<file path="src/rtl/counter_seq_ctrl.sv">
// Command sequencer for an up/down counter: runs LOAD/UP/DOWN/WAIT commands,
// counts carry_out wraps and returns the final count in a held response.
module counter_seq_ctrl #(
    parameter int WIDTH  = 8,
    parameter int ARG_W  = 16,
    parameter int WRAP_W = 4
) (
    input  logic              clk,
    input  logic              rst,
    input  logic              cmd_valid,
    output logic              cmd_ready,
    input  logic [1:0]        cmd_op,
    input  logic [ARG_W-1:0]  cmd_arg,
    input  logic              abort,
    output logic              rsp_valid,
    input  logic              rsp_ready,
    output logic [WIDTH-1:0]  rsp_val,
    output logic [WRAP_W-1:0] rsp_wraps,
    output logic              rsp_aborted,
    output logic [WIDTH-1:0]  ctr_in_val,
    output logic              ctr_load,
    output logic              ctr_up_down,
    output logic              ctr_count_en,
    input  logic [WIDTH-1:0]  ctr_out_val,
    input  logic              ctr_carry_out
);

    typedef enum logic [1:0] {IDLE, EXEC, DONE} state_t;
    typedef enum logic [1:0] {OP_LOAD = 2'b00, OP_UP = 2'b01, OP_DOWN = 2'b10, OP_WAIT = 2'b11} op_t;

    localparam logic [WRAP_W-1:0] WRAP_MAX = '1;

    state_t             state;
    op_t                op;
    logic [ARG_W-1:0]   remaining;
    logic [WRAP_W-1:0]  wraps;
    logic               aborted;
    logic               load_q;
    logic               en_q;
    logic               up_q;
    logic               fresh;
    logic [WIDTH-1:0]   val_q;
    logic [WIDTH-1:0]   in_val_q;
    logic               exec_abort;

    // LOAD cannot be aborted; en_q is only ever set while in EXEC.
    assign exec_abort   = (state == EXEC) && abort && (op != OP_LOAD);
    assign ctr_count_en = en_q && !abort;

    assign ctr_load     = load_q;
    assign ctr_up_down  = up_q;
    assign ctr_in_val   = in_val_q;
    assign cmd_ready    = (state == IDLE);
    assign rsp_valid    = (state == DONE);
    assign rsp_wraps    = wraps;
    assign rsp_aborted  = aborted;
    // The counter updates on the edge that enters DONE, so its final value is only
    // visible during the first DONE cycle; pass it through then and hold it after.
    assign rsp_val      = fresh ? ctr_out_val : val_q;

    // NOTE: all state is updated with non-blocking assignments so every register
    // samples the pre-edge values of its neighbours.
    always_ff @(posedge clk) begin
        if (rst) begin
            state     <= IDLE;
            op        <= OP_LOAD;
            remaining <= '0;
            wraps     <= '0;
            aborted   <= 1'b0;
            load_q    <= 1'b0;
            en_q      <= 1'b0;
            up_q      <= 1'b0;
            fresh     <= 1'b0;
            val_q     <= '0;
            in_val_q  <= '0;
        end else begin
            case (state)
                IDLE: begin
                    if (cmd_valid) begin
                        op        <= op_t'(cmd_op);
                        remaining <= cmd_arg;
                        wraps     <= '0;
                        aborted   <= 1'b0;
                        if (op_t'(cmd_op) == OP_LOAD) begin
                            in_val_q <= cmd_arg[WIDTH-1:0];
                            load_q   <= 1'b1;
                            state    <= EXEC;
                        end else if (cmd_arg == '0) begin
                            fresh <= 1'b1;
                            state <= DONE;
                        end else begin
                            en_q  <= (op_t'(cmd_op) != OP_WAIT);
                            up_q  <= (op_t'(cmd_op) == OP_UP);
                            state <= EXEC;
                        end
                    end
                end
                EXEC: begin
                    if (ctr_count_en && ctr_carry_out && wraps != WRAP_MAX)
                        wraps <= wraps + 1'b1;
                    if (load_q || exec_abort || remaining == ARG_W'(1)) begin
                        load_q  <= 1'b0;
                        en_q    <= 1'b0;
                        up_q    <= 1'b0;
                        aborted <= exec_abort;
                        fresh   <= 1'b1;
                        state   <= DONE;
                    end else begin
                        remaining <= remaining - 1'b1;
                    end
                end
                DONE: begin
                    fresh <= 1'b0;
                    if (fresh)
                        val_q <= ctr_out_val;
                    if (rsp_ready)
                        state <= IDLE;
                end
                default: state <= IDLE;
            endcase
        end
    end

endmodule

</file>
<file path="config.mk">
export PLATFORM = sky130hd
export DESIGN_NAME = counter_seq_ctrl
export DESIGN_NICKNAME = d
export VERILOG_FILES = /design/src/rtl/counter_seq_ctrl.sv
export SDC_FILE = /design/constraint.sdc
export NUM_CORES = 1
export LEC_CHECK = 0
export CAP_MARGIN = 20
export CORE_UTILIZATION = 45
export DETAILED_ROUTE_END_ITERATION = 10
export PLACE_DENSITY_LB_ADDON = 0.15
export RECOVER_POWER = 100
export SLEW_MARGIN = 0
export SYNTH_ARGS = -nofsm -noshare
export SYNTH_HDL_FRONTEND = slang
export SYNTH_SLANG_ARGS = --single-unit
</file>
<file path="constraint.sdc">
create_clock -name clk -period 4.7 [get_ports clk]
set_input_delay 0.705 -clock clk [delete_from_list [all_inputs] [get_ports clk]]
set_output_delay 0.705 -clock clk [all_outputs]
set_load 0.03 [all_outputs]
</file>
Figure 1. Sequential cells grouped by signal name.
Scale bar: 20 um.
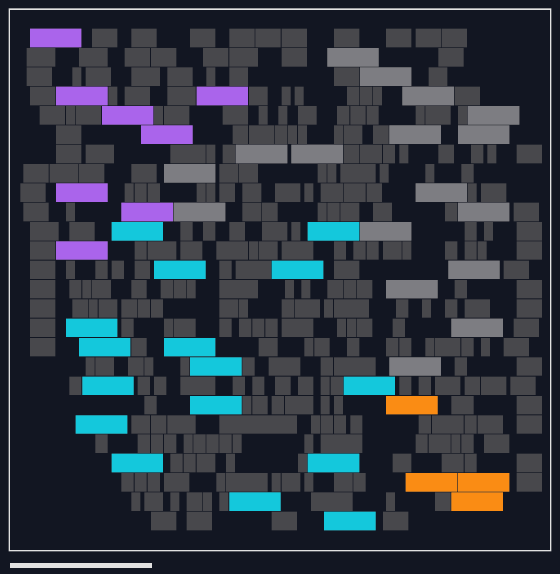
Key: purple = `val_q` [flops 8, where north-west]; cyan = `remaining` [flops 16]; orange = `rsp_wraps` [flops 4, where south-east]
Another 17 sequential cells are not coloured.

Figure 2. Signal wires by layer.
Two of the layers only.
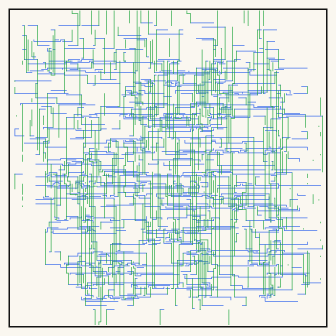
Key: green = M2 [wire length 2960 um]; blue = M1 [wire length 2800 um]

Figure 3. Clock routing.
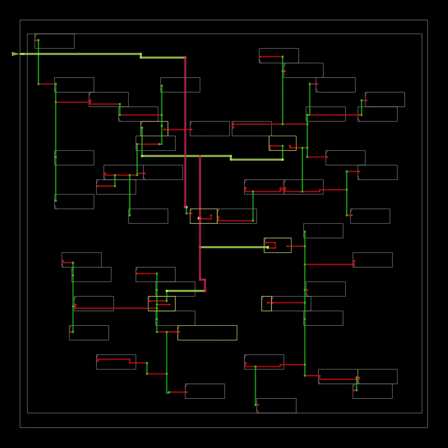
Seq cells: 45
cts bufs inserted: 5

==> summary.txt <==
impl run done, here's what came out: status=completed, yosys warns=0, largest fanout on the critical path=28, Net Sw Frac=between 30% and 40%, Flop pwr share=between 40% and 50%, Post-synth ARST share=0%, stage-log warning count=27, crit path capture type=register, Distinct cells, synth=approximately 40, Rel. slew slack=approximately 33%, total track usage=22.10%, CTS sink count=45, P_sw=around 0.36 mW, Commonest Layout Cell=dfxtp_1, die area=5781 um2, worst hold start=ctr_in_val[2]$_SDFFE_PP0P_, Mapped Nets=339, Top Layout Cells=dfxtp_1, a21oi_1, nor2_1, nand2_1, dlygate4sd3_1, crit path time final=about 3.1 ns, Final Cycle Share=between 60 and 70%, clock-pin slew on the worst setup and hold paths=approximately 0.090 ns, #FFs+latches synth=around 45, Cell Area, Synth=about 2500 um2, First DRT Iteration DRCs=132, Seq share, synth=between 30% and 40%, # setup viols final=0, RSZ-0062 raised after global routing=no, Syn Inst Count=a little over 300, max_cap viols=0, reg2reg path depth=7, fill cell count=488, Final Power=1.066 mW, post-route antenna net violation count=0, postcts setup bufs=0, yosys cell count=about 300, capture point of the worst reg-to-reg path=remaining[13]$_SDFFE_PP0P_, Fmax=roughly 320 MHz, CTS max path bufs=2, first-pass GRT wire length=roughly 10000 um, Final GP Congestion=0.8094, routed vias=2423, hpwl dp=between 4000 and 5000 um, core area=roughly 5200 um2, WS Path Type=in2reg, post-route cell area=~3200 um2
Figure 4. Nets reached from selected ports.
Scale bar: 20 um.
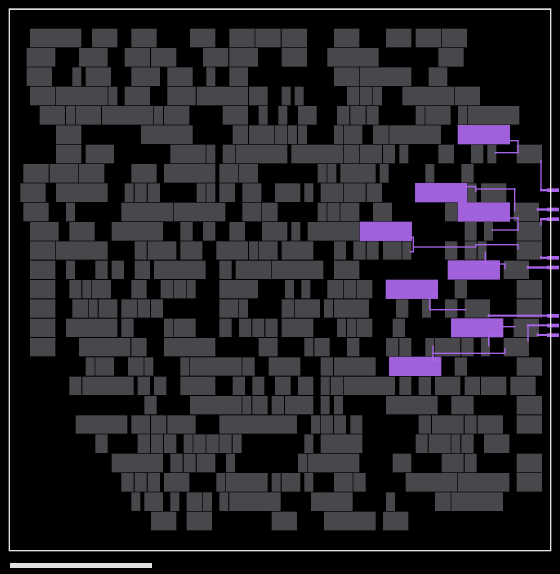
Key: purple = `ctr_in_val` [bits 8, direction output, edge east, end cells 8, buffers 8, wire 102 um]

Figure 5. A small window of the routed layout.
Window x 0 to 40, y 36 to 76 um. Cells in grey, sequential cells in the stronger grey; small squares are vias.
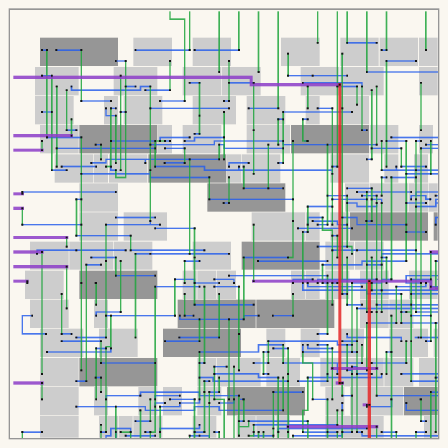
Key: purple = M3; red = M4; green = M2; blue = M1
Sequential cells in the window: 13. 104 logic cells have their middle in the window. Netlist names of flops here include `val_q` (8), `remaining` (2), `state` (2). Most frequent: nor2_1 (16), dfxtp_1 (13), clkdlybuf4s50_1 (11).

==> power groups by stage <==
stage | clock [mW] | sequential, mW | combinational [mW]
2_1_floorplan | 0 | 0.448 | 0.253
3_3_place_gp | 0 | 0.453 | 0.338
3_5_place_dp | 0 | 0.454 | 0.343
4_1_cts | 0.289 | 0.446 | 0.345
5_1_grt | 0.308 | 0.451 | 0.366
6_report | 0.286 | 0.446 | 0.334
==> layout make-up <==
cell class                 instances  area [um2]  area share [%]
clock buffer                       5       68.82           2.178
clock inverter                     2       35.03           1.109
inverter                           5       18.77          0.5941
multi-input combinational        232        1433           45.35
sequential                        45       900.9           28.51
tap                               70       87.58           2.772
timing repair buffer              64       615.6           19.49
==> stage by stage <==
stage               cells  setup slack [ns]
floorplan             304             2.667
global placement      416             1.875
detailed placement    416             1.854
CTS                   423             1.854
global route          423             1.347
finish                423             1.620
==> registers in the layout (all words and copies together) (netlist names) <==
| signal | flops |
|---|---|
| remaining | 16 |
| val_q | 8 |
| ctr_up_down | 1 |
| en_q | 1 |
| rsp_aborted | 1 |
| op | 2 |
| ctr_load | 1 |
| fresh | 1 |
| ctr_in_val | 8 |
| rsp_wraps | 4 |
| state | 2 |
==> worst max path at each step <==
| stage | from | to | slack, ns | cells after the start |
|---|---|---|---|---|
| 3_3_place_gp | abort | ctr_count_en | 1.88 | 3 |
| 6_report | cmd_valid | remaining[13]$_SDFFE_PP0P_ | 1.62 | 8 |
| 2_1_floorplan | abort | remaining[4]$_SDFFE_PP0P_ | 2.67 | 7 |
| 3_5_place_dp | abort | ctr_count_en | 1.85 | 3 |
| 4_1_cts | abort | ctr_count_en | 1.85 | 3 |
| 5_1_grt | cmd_valid | remaining[10]$_SDFFE_PP0P_ | 1.35 | 8 |
==> routing by layer <==
| layer | GRT usage [%] | up-vias | part of all wire [%] |
|---|---|---|---|
| met1 | 28.09 | 1131 | 46 |
| met3 | 4.311 | 10 | 5.0 |
| met5 | 0 | - | 0 |
| met2 | 37.73 | 79 | 48 |
| met4 | 6.923 | 0 | 1.4 |
| li1 | - | 1203 | - |
==> synthesized netlist by cell type, types with 4 or more instances <==
library cell,instances
a21o_1,9
a21oi_1,37
clkbuf_1,16
dfxtp_1,45
inv_1,5
mux2_2,8
mux2i_1,13
nand2_1,30
nand3_1,18
nand4_1,6
nor2_1,34
nor3_1,9
nor4_1,9
o21ai_1,11
o32ai_2,4
==> worst max-delay path: stages <==
cell and delay, ns:
dlygate4sd3_1 0.61, nor3b_1 0.21, clkbuf_1 0.72, nor4_1 0.13, a32o_1 0.29, buf_4 0.22
o21ai_0 0.22, a21oi_1 0.09
==> cell families (layout without fill, tap and decap cells) <==
group,Yosys count,count (layout),synth area share [%]
compound gates,81,81,21.51
xor+xnor,3,3,1.066
fa+ha+maj,3,3,1.522
buf+inv,27,76,5.124
flops,45,45,36.53
mux,21,21,8.929
simple gates,124,124,25.32
No activity file was given, so power comes from the tool's default toggle rates.
